Fig. 1: selected gate families
(3 px per um)
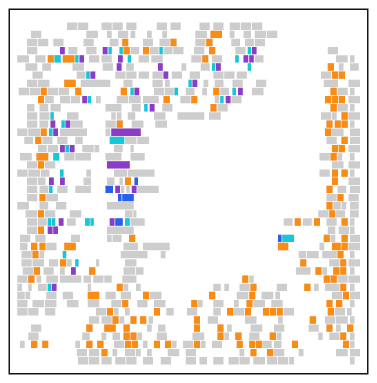
Fig. 2: routed metal, one colour a layer
(2 px per um) Two of the layers only.
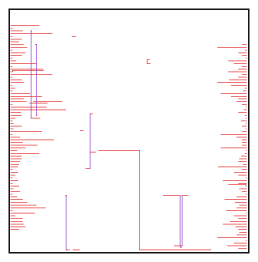
Fig. 3: clock routing
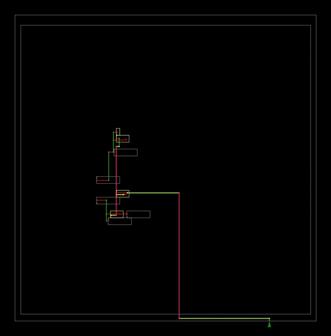
File: src/rtl/mem_arb_pkg.sv
// Shared types and constants for the single-port memory arbiter.
package mem_arb_pkg;

    // Which read requester owns the response arriving next cycle.
    typedef enum logic [1:0] {
        OWN_NONE = 2'd0,
        OWN_IF   = 2'd1,
        OWN_DR   = 2'd2
    } owner_e;

    // Bit positions inside the one-hot grant vector.
    localparam int unsigned GNT_IF = 0;
    localparam int unsigned GNT_DR = 1;
    localparam int unsigned GNT_DW = 2;

    // Consecutive data grants tolerated while a fetch waits.
    localparam int unsigned DEFAULT_STARVE_MAX = 4;

endpackage

File: src/rtl/mem_arb_prio.sv
// Combinational priority picker: write > read > fetch, unless fetch is forced.
module mem_arb_prio
    import mem_arb_pkg::*;
(
    input  logic       i_if_req,
    input  logic       i_dr_req,
    input  logic       i_dw_req,
    input  logic       i_force_if,
    output logic [2:0] o_gnt
);

    // Pick exactly one pending requester, or none.
    always_comb begin
        o_gnt = '0;
        if (i_if_req && i_force_if) begin
            o_gnt[GNT_IF] = 1'b1;
        end else if (i_dw_req) begin
            o_gnt[GNT_DW] = 1'b1;
        end else if (i_dr_req) begin
            o_gnt[GNT_DR] = 1'b1;
        end else if (i_if_req) begin
            o_gnt[GNT_IF] = 1'b1;
        end
    end

endmodule

File: src/rtl/mem1port_arb.sv
// Three-way arbiter merging fetch, data-read and data-write onto one memory port.
// Write wins over a concurrent read, so a read of the just-written word sees new data.
module mem1port_arb
    import mem_arb_pkg::*;
#(
    parameter int unsigned STARVE_MAX = DEFAULT_STARVE_MAX
)(
    input  logic        clk,
    input  logic        reset,

    input  logic        if_req,
    input  logic [29:0] if_addr,
    output logic        if_gnt,
    output logic        if_rresp,
    output logic [31:0] if_rdata,

    input  logic        dr_req,
    input  logic [29:0] dr_addr,
    output logic        dr_gnt,
    output logic        dr_rresp,
    output logic [31:0] dr_rdata,

    input  logic        dw_req,
    input  logic [29:0] dw_addr,
    input  logic [31:0] dw_wdata,
    input  logic [3:0]  dw_wstrb,
    output logic        dw_gnt,

    output logic        mem_ready,
    output logic        mem_we,
    output logic [29:0] mem_addr,
    output logic [31:0] mem_wdata,
    output logic [3:0]  mem_wstrb,
    input  logic        mem_rresp,
    input  logic [31:0] mem_rdata
);

    localparam int unsigned CNTW = $clog2(STARVE_MAX + 1);

    owner_e          r_owner;
    owner_e          w_owner_nxt;
    logic [CNTW-1:0] r_starve_cnt;
    logic [CNTW-1:0] w_starve_nxt;
    logic            w_force_if;
    logic [2:0]      w_gnt;

    assign w_force_if = (r_starve_cnt == CNTW'(STARVE_MAX));

    // Requests are masked by reset so every grant drops the moment reset rises.
    mem_arb_prio u_prio (
        .i_if_req   (if_req & ~reset),
        .i_dr_req   (dr_req & ~reset),
        .i_dw_req   (dw_req & ~reset),
        .i_force_if (w_force_if),
        .o_gnt      (w_gnt)
    );

    assign if_gnt    = w_gnt[GNT_IF];
    assign dr_gnt    = w_gnt[GNT_DR];
    assign dw_gnt    = w_gnt[GNT_DW];
    assign mem_ready = |w_gnt;
    assign mem_we    = w_gnt[GNT_DW];

    // Route the granted requester's address, data and strobes; zero when idle.
    always_comb begin
        mem_addr  = '0;
        mem_wdata = '0;
        mem_wstrb = '0;
        if (w_gnt[GNT_DW]) begin
            mem_addr  = dw_addr;
            mem_wdata = dw_wdata;
            mem_wstrb = dw_wstrb;
        end else if (w_gnt[GNT_DR]) begin
            mem_addr  = dr_addr;
        end else if (w_gnt[GNT_IF]) begin
            mem_addr  = if_addr;
        end
    end

    // Starvation counter next value: counts data grants while fetch waits.
    always_comb begin
        w_starve_nxt = r_starve_cnt;
        if (if_gnt || !if_req) begin
            w_starve_nxt = '0;
        end else if ((dw_gnt || dr_gnt) && !w_force_if) begin
            w_starve_nxt = r_starve_cnt + CNTW'(1);
        end
    end

    // Owner next value: who issued this cycle's read, if anyone.
    always_comb begin
        w_owner_nxt = OWN_NONE;
        if (if_gnt) begin
            w_owner_nxt = OWN_IF;
        end else if (dr_gnt) begin
            w_owner_nxt = OWN_DR;
        end
    end

    // State registers; reset discards any response still in flight.
    always_ff @(posedge clk or posedge reset) begin
        if (reset) begin
            r_owner      <= OWN_NONE;
            r_starve_cnt <= '0;
        end else begin
            r_owner      <= w_owner_nxt;
            r_starve_cnt <= w_starve_nxt;
        end
    end

    assign if_rresp = mem_rresp & (r_owner == OWN_IF);
    assign dr_rresp = mem_rresp & (r_owner == OWN_DR);
    assign if_rdata = if_rresp ? mem_rdata : '0;
    assign dr_rdata = dr_rresp ? mem_rdata : '0;

    a_gnt_onehot0: assert property (@(posedge clk) disable iff (reset) $onehot0(w_gnt));

    a_if_hold: assert property (@(posedge clk) disable iff (reset)
        (if_req && !if_gnt) |=> if_req)
        else $warning("mem1port_arb: if_req dropped before grant");

    a_dr_hold: assert property (@(posedge clk) disable iff (reset)
        (dr_req && !dr_gnt) |=> dr_req)
        else $warning("mem1port_arb: dr_req dropped before grant");

    a_dw_hold: assert property (@(posedge clk) disable iff (reset)
        (dw_req && !dw_gnt) |=> dw_req)
        else $warning("mem1port_arb: dw_req dropped before grant");

    a_orphan_rresp: assert property (@(posedge clk) disable iff (reset)
        mem_rresp |-> (r_owner != OWN_NONE))
        else $warning("mem1port_arb: read response with no owner dropped");

endmodule

File: config.mk
export PLATFORM = sky130hd
export DESIGN_NAME = mem1port_arb
export DESIGN_NICKNAME = d
export VERILOG_FILES = /design/src/rtl/mem_arb_pkg.sv /design/src/rtl/mem_arb_prio.sv /design/src/rtl/mem1port_arb.sv
export SDC_FILE = /design/constraint.sdc
export NUM_CORES = 1
export LEC_CHECK = 0
export CORE_AREA = 2 2 117 119
export CTS_BUF_LIST = sky130_fd_sc_hd__clkbuf_8
export CTS_CLUSTER_DIAMETER = 40
export DETAILED_ROUTE_END_ITERATION = 6
export DIE_AREA = 0 0 119 121
export GPL_TIMING_DRIVEN = 0
export PLACE_DENSITY = 0.58
export SLEW_MARGIN = 20
export SYNTH_ARGS = -nofsm -noshare
export SYNTH_HDL_FRONTEND = slang
export SYNTH_SLANG_ARGS = --single-unit
File: constraint.sdc
create_clock -name clk -period 2.7 [get_ports clk]
set_input_delay 0.81 -clock clk [delete_from_list [all_inputs] [get_ports clk]]
set_output_delay 0.81 -clock clk [all_outputs]
set_load 0.02 [all_outputs]
==> datasheet_impl.txt <==
Physical implementation characteristics

Parameter                              Value

Timing
  Aggregate negative setup slack    0 ps
  Final count of negative-setup-slack endpoints    0
  RSZ-0062 raised after global routing    true
  Slew Limit Fails    0
  Maximum operating frequency    0.373 GHz
  Final Cycle Share    99.2%
  Minimum setup slack in the final design    22.5 ps
  Clock period minus final worst setup slack    2680 ps
  Endpoints failing hold    0
  Clock skew after layout    4.75 ps
  Tightest Pin Transition    402 ps
  Rel. slew slack    73.2%

Detailed routing
  Number of DRC markers in iteration 0    67
  Remaining DRCs    0
  Vias/cell    4.24
  Final ANT Viol Nets    0
  Number of search-and-repair iterations in the first detailed-routing pass    4
  Detail-routed net length per standard cell    15.1 um

Yosys
  Post-synth top area cell    and3_1
  Netlist area before placement    1900 um^2
  Post-synthesis chip area from yosys    1900 um^2
  Top-area cell type share of the netlist area    22.4%
  Cells in synth_stat.txt    292
  Cell with the most instances after synthesis    and3_1
  Average cell area after synthesis    6.52 um^2
  Post-synth tally of flip-flops with integrated enable    0
  Dominant synthesized flop cell    dfrtp_1
  Synth async-reset ratio    100%
  Synthesized net count    458
  Synthesis Warnings    0
  Cell Type Count    25
  Area contributors post-synth    and3_1 (22%), and2_1 (21%), o22a_1 (14%)
  Register area share after synthesis    6.57%
  Most frequent cells after synthesis    and3_1 (68), and2_1 (65), a21oi_1 (32), nor2_1 (32), o22a_1 (30)
  Number of synthesized register bits    5
  Number of standard cells after synthesis    292

Floorplan
  Initial core utilization    14.5%
  Die extent in x    119 um
  Height of the die    121 um
  Area of the core region    13100 um^2
  Total Die Area    14400 um^2
  I/O pin count    301
  Number of rows in the core area    42

GRT
  Antenna violations before repair    0
  Overflow after GRT    0
  Number of global-route vias before repair    3432
  First-pass GRT wire length    17800 um
  Maximum number of pins on one net before global-route repair    11

Worst setup path
  Reg-to-reg startpoint    r_starve_cnt[0]
  Number of cells traversed by the worst register-to-register path    9
  Setup slack of the worst register-to-register path    950 ps
  Cell with the largest stage delay on the worst path    a31oi_4
  Startpoint kind of the worst setup timing path    primary input
  Cells along the critical path    buf_6 > a31oi_4 > nand2_4 > clkbuf_16 > o22a_1 > buf_2
  Buf/Inv on CP    3
  Path type of the worst setup path    primary input to output port
  Crit-path leading delay family    buffers and inverters
  Data required time at the worst endpoint    1890 ps
  Reg2reg end    r_starve_cnt[2]
  Maximum fanout along the worst path    7
  Delay of the slowest cell on the worst path    230 ps
  Worst endpoint data arrival time    1870 ps
  Critical Path Sink Type    output port

Clock network
  Number of gates resized after CTS    551
  Number of buffers inserted by hold repair at cts    0
  Cell at the root of the clock tree    clkbuf_8
  CTS buffer count    3
  Depth of the CTS H-tree    1
  CTS Sinks    5
  Post-CTS Setup Inserts    7
  Deepest clock path buffer count    2
  Clock Pin Slew Worst Setup and Hold Paths    40 ps
  Clock tree from TritonCTS    built

Power and ir drop
  Power share of the clock group    14.9%
  Cell internal power dissipation    0.596 mW
  Worst vdd ir    0.100 mV
  Switching power    0.338 mW
  Switching Share    36.2%
  Static Leak    2.64 nW
  Combinational power share    76.4%
  Sequential group share of total power    8.7%
  Pwr per Cell Area    179 nW/um^2

Placement
  Placer congestion estimate    0.874
  Setup WS pre-CTS    -999 ps
  Number of buffers inserted by port buffering    297
  Placed Cells incl. Taps    765
  Detailed placement HPWL    9660 um

Layout
  Diodes inserted    0
  Comb gate area    1600 um^2
  # fillers    1399
  Share of layout cells above drive strength 1    32.9%
  Layout overhead on the synthesized area    175%
  Number of standard cells in the final layout excluding fillers    787
  Storage cell area    125 um^2
  Nets@finish    778

Outcome
  Outcome    completed

Flow run
  Tool warnings    29
  Maximum Capacitance Violations    0

Worst hold path
  Class of the tightest hold or removal check    primary input to async pin
Notes on Fig. 1 above:
NOR gates -> cyan  # cells 35
NAND gates -> blue  # cells 6
inverting AOI/OAI gates -> purple  # cells 35
AND and OR gates -> orange  # cells 135, where spread over the die

Notes on Fig. 2 above:
met4 -> purple  # wire length 234 um
met3 -> red  # wire length 972 um
Routed Wire Length: 11900 um
via count of the routed design: 3340
total routing usage reported by global routing: 15.4%

Notes on Fig. 3 above:
count of sequential standard cells: 5
clock network latency to the later pin of the worst-skew pair: 230 ps

layout make-up:
| cell class | instances | share of cell area [%] |
|---|---|---|
| Multi-Input combinational cell | 245 | 30.6 |
| Timing Repair Buffer | 315 | 54.9 |
| Clock inverter | 1 | 0.0718 |
| Buffer | 36 | 6.63 |
| Sequential cell | 5 | 2.39 |
| Tap cell | 176 | 4.21 |
| Clock buffer | 3 | 0.789 |
| Inverter | 6 | 0.431 |
through the flow:
| stage | power [mW] | hold WS, ps | utilization, % | instance area (um^2) |
|---|---|---|---|---|
| 4_1_cts | 0.893 | 550 | 38.2 | 5000 |
| 5_1_grt | 0.988 | 569 | 40.0 | 5230 |
| 3_3_place_gp | 0.763 | 537 | 38.9 | 5100 |
| 2_1_floorplan | 0.346 | 514 | - | 1900 |
| 3_5_place_dp | 0.767 | 551 | 38.9 | 5100 |
| 6_report | 0.934 | 541 | 40.0 | 5230 |
worst reg2reg max path, stage by stage (launching register included):
cell,delay (ps)
dfrtp_1,400
inv_1,80
ha_2,240
o2bb2ai_4,180
buf_12,150
buf_8,110
buf_4,100
buf_4,100
o21ai_1,50
a31o_1,220
per-layer routing:
layer  part of all wire, %  wire (um)  vias up  global-route usage [%]
li1                      -          -     1656                       -
met1                    37       4350     1490                    16.0
met2                    53       6320      179                    30.1
met3                   8.2        971       15                    4.14
met4                   2.0        233        0                    4.24
met5                     0          0        -                       0
kinds of logic (layout without fill, tap and decap cells):
logic type | count (synthesis) | count (layout) | share of synthesized area, %
compound gates | 67 | 67 | 25.5
buf+inv | 42 | 361 | 12.8
simple gates | 176 | 176 | 53.8
fa+ha+maj | 2 | 2 | 1.31
flops | 5 | 5 | 6.57
sequential cells by signal (all words and copies together) (netlist names):
register      cells
r_owner           2
r_starve_cnt      3
power by group through the flow:
| stage | Clock, mW | Combinational (mW) | Sequential, mW |
|---|---|---|---|
| 3_3_place_gp | 0 | 0.681 | 0.0816 |
| 2_1_floorplan | 0 | 0.265 | 0.0806 |
| 5_1_grt | 0.146 | 0.760 | 0.0813 |
| 6_report | 0.139 | 0.714 | 0.0810 |
| 4_1_cts | 0.141 | 0.671 | 0.0811 |
| 3_5_place_dp | 0 | 0.685 | 0.0816 |
cells in the final DEF (no fill, tap or decap), types with 2 or more instances in the layout:
cell,netlist,routed
a21oi_1,32,32
buf_8,0,4
clkbuf_16,0,2
clkbuf_8,0,8
o22a_1,30,30
and3_1,68,61
clkdlybuf4s50_1,0,158
nor2_2,0,2
inv_1,6,7
buf_12,0,2
and2_1,65,64
nand2_1,3,3
buf_4,2,24
clkdlybuf4s15_2,0,24
nor3_1,2,2
dfrtp_1,5,5
buf_2,9,68
clkbuf_2,0,12
clkdlybuf4s15_1,0,3
dlygate4sd2_1,0,9
nor2_1,32,29
nand3b_1,2,2
buf_6,9,37
and3_4,0,7
worst max-delay path by stage:
stage	start	to	slack, ps	cells after the start
after global routing	dw_req	mem_addr[17]	-30	7
after CTS	if_req	mem_wdata[3]	-70	7
after detailed placement	if_req	mem_wstrb[2]	-1000	6
after floorplan	reset	mem_we	190	6
final	if_req	mem_addr[25]	20	6
after global placement	if_req	mem_wstrb[2]	-980	6
Power is estimated from default activity; no workload was simulated.
